[src/rtl/charge_drain_pkg.sv]
// Shared types for the charge drain slice: address/charge words, request grids
// and the drain FSM state encoding.
package charge_drain_pkg;

   localparam int unsigned CWIDTH = 16;
   localparam int unsigned AWIDTH = 12;
   localparam int unsigned SWIDTH = CWIDTH + 12;
   localparam int unsigned LANES  = 2;
   localparam int unsigned WORDS  = 4;
   localparam int unsigned BEATS  = LANES * WORDS;

   typedef logic [AWIDTH-1:0]        addr_t;
   typedef logic signed [CWIDTH-1:0] charge_t;

   typedef addr_t   [LANES-1:0][WORDS-1:0] addr_grid_t;
   typedef charge_t [LANES-1:0][WORDS-1:0] charge_grid_t;

   typedef enum logic [2:0] {
      IDLE,
      REQ,
      WAIT,
      DRAIN,
      FIN
   } drain_state_t;

endpackage

[src/rtl/charge_drain_serializer.sv]
// Eight-entry charge buffer that streams one captured request out as
// lane0 j0..j3 then lane1 j0..j3 over a valid/ready handshake.
module charge_serializer
   import charge_drain_pkg::*;
(
   input  logic         clk,
   input  logic         rst,
   input  logic         capture,
   input  charge_grid_t charge_in,
   input  addr_t        base_addr,
   input  logic         out_ready,
   output logic         out_valid,
   output addr_t        out_addr,
   output charge_t      out_charge,
   output logic         last_xfer
);

   // Flattened grid: element k = 4*lane + word, matching beat order.
   charge_t [BEATS-1:0] data_q;
   logic    [2:0]       idx_q;

   assign last_xfer  = out_valid && out_ready && (idx_q == 3'd7);
   assign out_addr   = base_addr + addr_t'(idx_q);
   assign out_charge = data_q[idx_q];

   always_ff @(posedge clk or negedge rst) begin
      if (!rst) begin
         data_q    <= '0;
         idx_q     <= '0;
         out_valid <= 1'b0;
      end else if (capture) begin
         data_q    <= charge_in;
         idx_q     <= '0;
         out_valid <= 1'b1;
      end else if (out_valid && out_ready) begin
         idx_q <= idx_q + 3'd1;
         if (idx_q == 3'd7)
            out_valid <= 1'b0;
      end
   end

endmodule

[src/rtl/charge_drain.sv]
// Drains NUM_POINTS gridpoint charges from the scatterer pair, 8 per request.
// Optional running total and sum_valid output under CHARGE_DRAIN_SUM_EN.
module charge_drain
   import charge_drain_pkg::*;
#(
   parameter int unsigned NUM_POINTS = 4096
)(
   input  logic         clk,
   input  logic         rst,
   input  logic         start,
   output logic         valid_req,
   output addr_grid_t   grid_addr_out,
   input  logic         charge_rdy,
   input  charge_grid_t charge_in,
   output logic         out_valid,
   input  logic         out_ready,
   output addr_t        out_addr,
   output charge_t      out_charge,
   output logic         busy,
`ifdef CHARGE_DRAIN_SUM_EN
   output logic signed [SWIDTH-1:0] total_charge,
   output logic         sum_valid,
`endif
   output logic         finished
);

   localparam int unsigned     BW    = $clog2(NUM_POINTS) + 1;
   localparam logic [BW-1:0]   LIMIT = BW'(NUM_POINTS);

   drain_state_t  state;
   logic [BW-1:0] base;
   logic [BW-1:0] next_base;
   logic          capture;
   logic          last_xfer;
   logic          pass_done;

   assign next_base = base + BW'(BEATS);
   assign capture   = (state == WAIT) && charge_rdy;
   assign pass_done = (state == DRAIN) && last_xfer && !(next_base < LIMIT);

   function automatic addr_grid_t lane_addrs(input logic [BW-1:0] b);
      addr_grid_t g;
      for (int unsigned l = 0; l < LANES; l++)
         for (int unsigned j = 0; j < WORDS; j++)
            g[l][j] = addr_t'(b) + addr_t'(WORDS * l + j);
      return g;
   endfunction

   // Request addresses are registered so they read zero out of reset and
   // stay frozen from REQ until the next request is launched.
   always_ff @(posedge clk or negedge rst) begin
      if (!rst) begin
         state         <= IDLE;
         base          <= '0;
         valid_req     <= 1'b0;
         busy          <= 1'b0;
         finished      <= 1'b0;
         grid_addr_out <= '0;
      end else begin
         valid_req <= 1'b0;
         finished  <= 1'b0;
         case (state)
            IDLE: if (start) begin
               state         <= REQ;
               base          <= '0;
               grid_addr_out <= lane_addrs('0);
               valid_req     <= 1'b1;
               busy          <= 1'b1;
            end
            REQ:  state <= WAIT;
            WAIT: if (charge_rdy) state <= DRAIN;
            DRAIN: if (last_xfer) begin
               base <= next_base;
               if (pass_done) begin
                  state    <= FIN;
                  finished <= 1'b1;
               end else begin
                  state         <= REQ;
                  valid_req     <= 1'b1;
                  grid_addr_out <= lane_addrs(next_base);
               end
            end
            FIN: begin
               state <= IDLE;
               busy  <= 1'b0;
            end
            default: state <= IDLE;
         endcase
      end
   end

   charge_serializer u_serializer (
      .clk        (clk),
      .rst        (rst),
      .capture    (capture),
      .charge_in  (charge_in),
      .base_addr  (grid_addr_out[0][0]),
      .out_ready  (out_ready),
      .out_valid  (out_valid),
      .out_addr   (out_addr),
      .out_charge (out_charge),
      .last_xfer  (last_xfer)
   );

`ifdef CHARGE_DRAIN_SUM_EN
   always_ff @(posedge clk or negedge rst) begin
      if (!rst) begin
         total_charge <= '0;
         sum_valid    <= 1'b0;
      end else begin
         sum_valid <= pass_done;
         if ((state == IDLE) && start)
            total_charge <= '0;
         else if (out_valid && out_ready)
            total_charge <= total_charge + SWIDTH'(out_charge);
      end
   end
`endif

endmodule
[config.mk]
export PLATFORM = sky130hd
export DESIGN_NAME = charge_drain
export DESIGN_NICKNAME = d
export VERILOG_FILES = /design/src/rtl/charge_drain_pkg.sv /design/src/rtl/charge_drain_serializer.sv /design/src/rtl/charge_drain.sv
export SDC_FILE = /design/constraint.sdc
export NUM_CORES = 1
export LEC_CHECK = 0
export CAP_MARGIN = 25
export CORE_MARGIN = 10
export CORE_UTILIZATION = 49
export CTS_BUF_LIST = sky130_fd_sc_hd__clkbuf_8
export CTS_CLUSTER_DIAMETER = 60
export CTS_CLUSTER_SIZE = 12
export DETAILED_ROUTE_END_ITERATION = 6
export GPL_TIMING_DRIVEN = 0
export PLACE_DENSITY_LB_ADDON = 0.25
export SKIP_LAST_GASP = 1
export SLEW_MARGIN = 20
export SYNTH_ARGS = -nofsm -noshare
export SYNTH_HDL_FRONTEND = slang
export SYNTH_SLANG_ARGS = --single-unit
[constraint.sdc]
create_clock -name clk -period 3.1 [get_ports clk]
set_clock_uncertainty 0.15 [all_clocks]
set_input_delay 0.62 -clock clk [delete_from_list [all_inputs] [get_ports clk]]
set_output_delay 0.62 -clock clk [all_outputs]
set_load 0.01 [all_outputs]
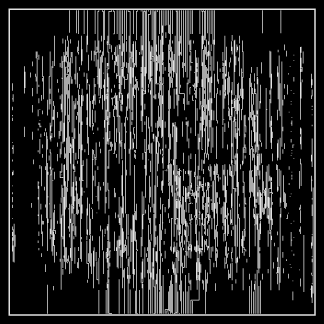
Fig. 1. Metal 2 (run 1).
(2 px per um)
wire length on this layer	12400 um
main direction	vertical

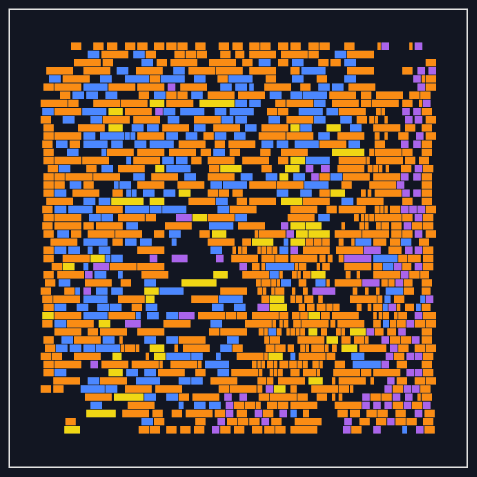
Fig. 2. Cell sizes after repair (run 1).
(3 px per um)
size	color	cells
drive 1 or less	orange	595
drive 2	blue	210
drive 6 and up	yellow	51
drive 3 to 4	purple	99

==> CHANGELOG.md, run 1 <==
### Changed

* # H-tree levels at 4
* Largest fanout on the critical path at 3
* Post-route cell area at 12260 um^2
* PostCTS Resize Cnt at 84
* Status: complete, no violations
* Buffer count from post-CTS setup fixing at 14
* Yosys simple share at 5.802%
* Setup Crit Path Kind: flip-flop to output port
* Max-cap violation count at 0
* Total power at 4.255 mW
* Pre-placement core utilization at 49.67%
* Gr ovfl total at 0
* Post-Synth XOR/XNOR Area at 1.535%
* Final Hold Vio Count at 0
* Post-synth EDFFs at 0
* Pwr Density at 347.0 nW/um^2
* Count of final max-slew check failures at 0
* Worst path bufs/invs at 2
* Worst r2r src: u_serializer.idx_q[0]$_DFFE_PN0P_
* Final setup violation count at 0
* Non-filler cells in the finished layout at 1182
* Fraction of layout cells with a size suffix above 1 at 37.70%
* YS chip area at 8561 um^2
* Mux share at 28.06%
* RSZ-0062 raised after global routing: true
* Ys async rst share at 100.0%
* Register share after synthesis at 51.15%
* First-pass GRT wire length at 37.70 mm
* Worst r2r dst: grid_addr_out[44]$_DFFE_PN0P_
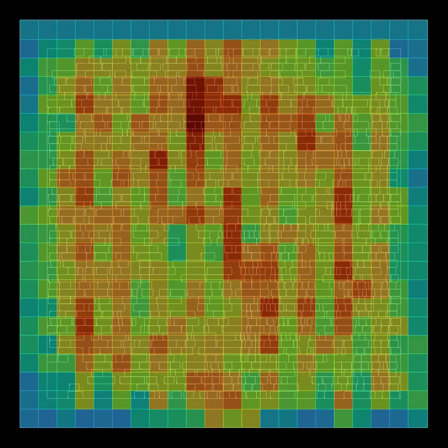
Fig. 3. Track usage over the die (run 1).
routing usage on met2: 35.41%
GR peak layer: met2
GRT met3 Usage: 7.197%

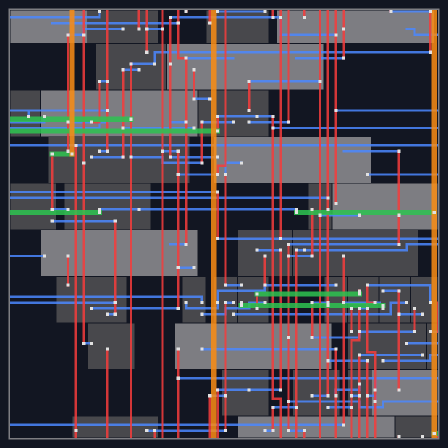
Fig. 4. Layout detail (run 1).
Window x 64 to 89, y 64 to 89 um. Cells in gray, sequential cells in the stronger gray; small squares are vias.
layer	color
met2	red
met4	orange
met1	blue
met3	green
sequential cells in the window	7
netlist names of flops here include	u_serializer.data_q (4), u_serializer.idx_q (2)
cells with their middle in the window	30
most frequent	dfrtp_1 (7), mux2_2 (4), nand2_1 (4)

run 1: layout make-up:
cell class	count	area [um^2]	share of cell area (%)
plain buffers	101	780.7	6.367
repair buffers	280	2793	22.78
diodes	2	5.005	0.04082
multi-input cells	362	3577	29.17
inverters	5	18.77	0.1531
flip-flops and latches	175	4382	35.73
well taps	225	281.5	2.296
clock buffers	17	234.0	1.908
clock inverters	15	190.2	1.551
run 1: power breakdown:
group          total, mW  internal (mW)  switching (mW)
clock               1.70          0.761           0.940
combinational      0.267          0.181          0.0868
sequential          2.29           2.28         0.00387
total               4.25           3.22            1.03
run 1: per-layer routing:
metal | track usage (%) | vias up | share of wire [%]
met5 | 0 | - | 0
met4 | 5.777 | 0 | 1.4
met3 | 7.197 | 19 | 7.9
met2 | 35.41 | 211 | 51
met1 | 23.74 | 3024 | 40
li1 | - | 2846 | -
run 1: registers in the layout, summed over array words and instances, names as in the netlist:
signal                  flops
u_serializer.out_valid      1
finished                    1
u_serializer.idx_q          3
base                       10
u_serializer.data_q       128
busy                        1
state                       3
grid_addr_out              27
valid_req                   1
run 1: placed cells by master, fill, tap and decap left out, types with 4 or more instances in the layout:
cell and instances:
dlygate4sd2_1 6, dfrtp_1 173, buf_4 87, buf_2 14
clkbuf_2 9, conb_1 5, ha_1 5, xnor2_1 7
mux4_2 32, inv_6 6, xor2_1 7, clkdlybuf4s50_1 227
nor3_1 5, mux2_4 5, nor2_1 11, clkbuf_8 21
buf_1 5, nand4_1 5, inv_8 4, nand3_1 7
nand2_1 40, mux2_2 139, mux2i_1 6, a21oi_1 8
buf_6 5, inv_1 5, buf_12 4, o21ai_0 26
clkbuf_1 6, buf_8 4
Fig. 5: run 1, register map, names as in the netlist
(2 px per um) Other sequential cells in the stronger gray, the rest of the logic in the fainter gray.
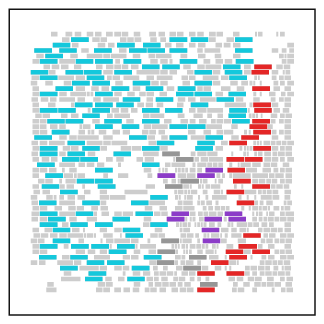

==> run 2: changes to the inputs <==
--- a/config.mk
+++ b/config.mk
@@ -12,8 +12,10 @@
 export CTS_CLUSTER_DIAMETER = 60
 export CTS_CLUSTER_SIZE = 12
 export DETAILED_ROUTE_END_ITERATION = 6
+export GPL_ROUTABILITY_DRIVEN = 0
 export GPL_TIMING_DRIVEN = 0
 export PLACE_DENSITY_LB_ADDON = 0.25
+export RECOVER_POWER = 50
 export SKIP_LAST_GASP = 1
 export SLEW_MARGIN = 20
 export SYNTH_ARGS = -nofsm -noshare
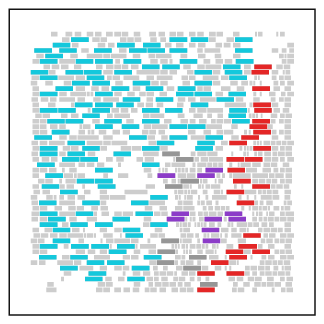
Fig. 6. Register map, names as in the netlist (run 2).
(2 px per um) Other sequential cells in the stronger gray, the rest of the logic in the fainter gray.
signal	color	placed flops
u_serializer.data_q	cyan	128
base	purple	10
grid_addr_out	red	27

==> CHANGELOG.md, run 2 <==
### Changed

* Final Hold Vio Count at 0 (unchanged)
* Pre-placement core utilization at 49.67% (unchanged)
* Count of final max-slew check failures at 65 (+65)
* Max-cap violation count at 1 (+1)
* Total power at 4.249 mW (-0.14%)
* Clock network power at 1.70 mW (about the same)
* Largest fanout on the critical path at 3 (unchanged)
* Failing checks: capacitance limit, slew limit
* First-pass GRT wire length at 37.70 mm (unchanged)
* Clock group share of total power at 40.0% (about the same)
* Status: complete, but fails checks
* Largest power group: registers
* Most frequent cells in the layout: clkdlybuf4s50_1 (227), dfrtp_1 (173), mux2_2 (139)
* Gate power share at 6.2% (about the same)
* Max reg flops at 128 (unchanged)
* Post-synth EDFFs at 0 (unchanged)
* Regs by FF count: u_serializer.data_q x128, grid_addr_out x27, base x10
* Post-Synth XOR/XNOR Area at 1.535% (unchanged)
* # H-tree levels at 4 (unchanged)
* Non-filler cells in the finished layout at 1182 (unchanged)
* Top reg by flops: u_serializer.data_q
* Ys async rst share at 100.0% (unchanged)
* RSZ-0062 raised after global routing: true
* Yosys simple share at 5.802% (unchanged)
* NetSw at 1.029 mW (-0.19%)
* Int Power at 3.220 mW (-0.13%)
* Net Sw Frac at 24.21% (about the same)
* Final setup violation count at 0 (unchanged)
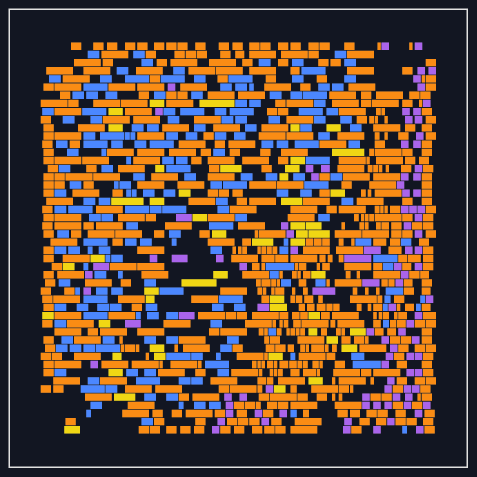
Fig. 7. Cell sizes after repair (run 2).
(3 px per um)
size	color	cells
drive 3 to 4	purple	99
drive 1 or less	orange	595
drive 6 and up	yellow	50
drive 2	blue	211

## run 2: worst max path at each step
| stage | startpoint | endpoint | slack, ps | cells past startpoint |
|---|---|---|---|---|
| after global routing | u_serializer.idx_q[0]$_DFFE_PN0P_ | out_addr[10] | -70 | 8 |
| after CTS | u_serializer.idx_q[0]$_DFFE_PN0P_ | out_charge[8] | -130 | 7 |
| after global placement | rst | u_serializer.data_q[13]$_DFFE_PN0P_ | -6040 | 1 |
| after floorplan | u_serializer.idx_q[0]$_DFFE_PN0P_ | out_charge[10] | 570 | 4 |
| after detailed placement | u_serializer.idx_q[1]$_DFFE_PN0P_ | out_charge[6] | -440 | 5 |
| final | u_serializer.idx_q[0]$_DFFE_PN0P_ | out_addr[10] | 40 | 8 |
## run 2: per-layer routing
layer / vias up / part of all wire (%) / global-route usage, %
met3: 19 / 7.8 / 7.197
met1: 3033 / 40 / 23.74
met2: 198 / 51 / 35.41
li1: 2848 / - / -
met5: - / 0 / 0
met4: 0 / 1.4 / 5.777
## run 2: final cells by class
class,instances,area (um^2),area share [%]
clock buffer,17,234.0,1.913
inverter,5,18.77,0.1534
clock inverter,15,190.2,1.555
tap,225,281.5,2.302
multi-input combinational,362,3577,29.25
buffer,101,780.7,6.383
sequential,175,4382,35.82
antenna,2,5.005,0.04092
timing repair buffer,280,2763,22.59
## run 2: what timing repair did
item | 4_1_cts | 5_1_grt
gates cloned | 2 | 0
resized | 84 | 46
endpoints found under the setup margin | 27 | 22
hold buffers | 1 | 0
setup buffers | 14 | 6
endpoints found under the hold margin | 41 | 0
pin swaps | 1 | 3
## run 2: critical path: cells and delay by family (launching register included)
kind	cells	cell delay [ps]
fa+ha+maj	2	610
buf+inv	2	300
xor+xnor	1	130
compound gates	1	170
simple gates	2	200
flops	1	410
Power is estimated from default activity; no workload was simulated.
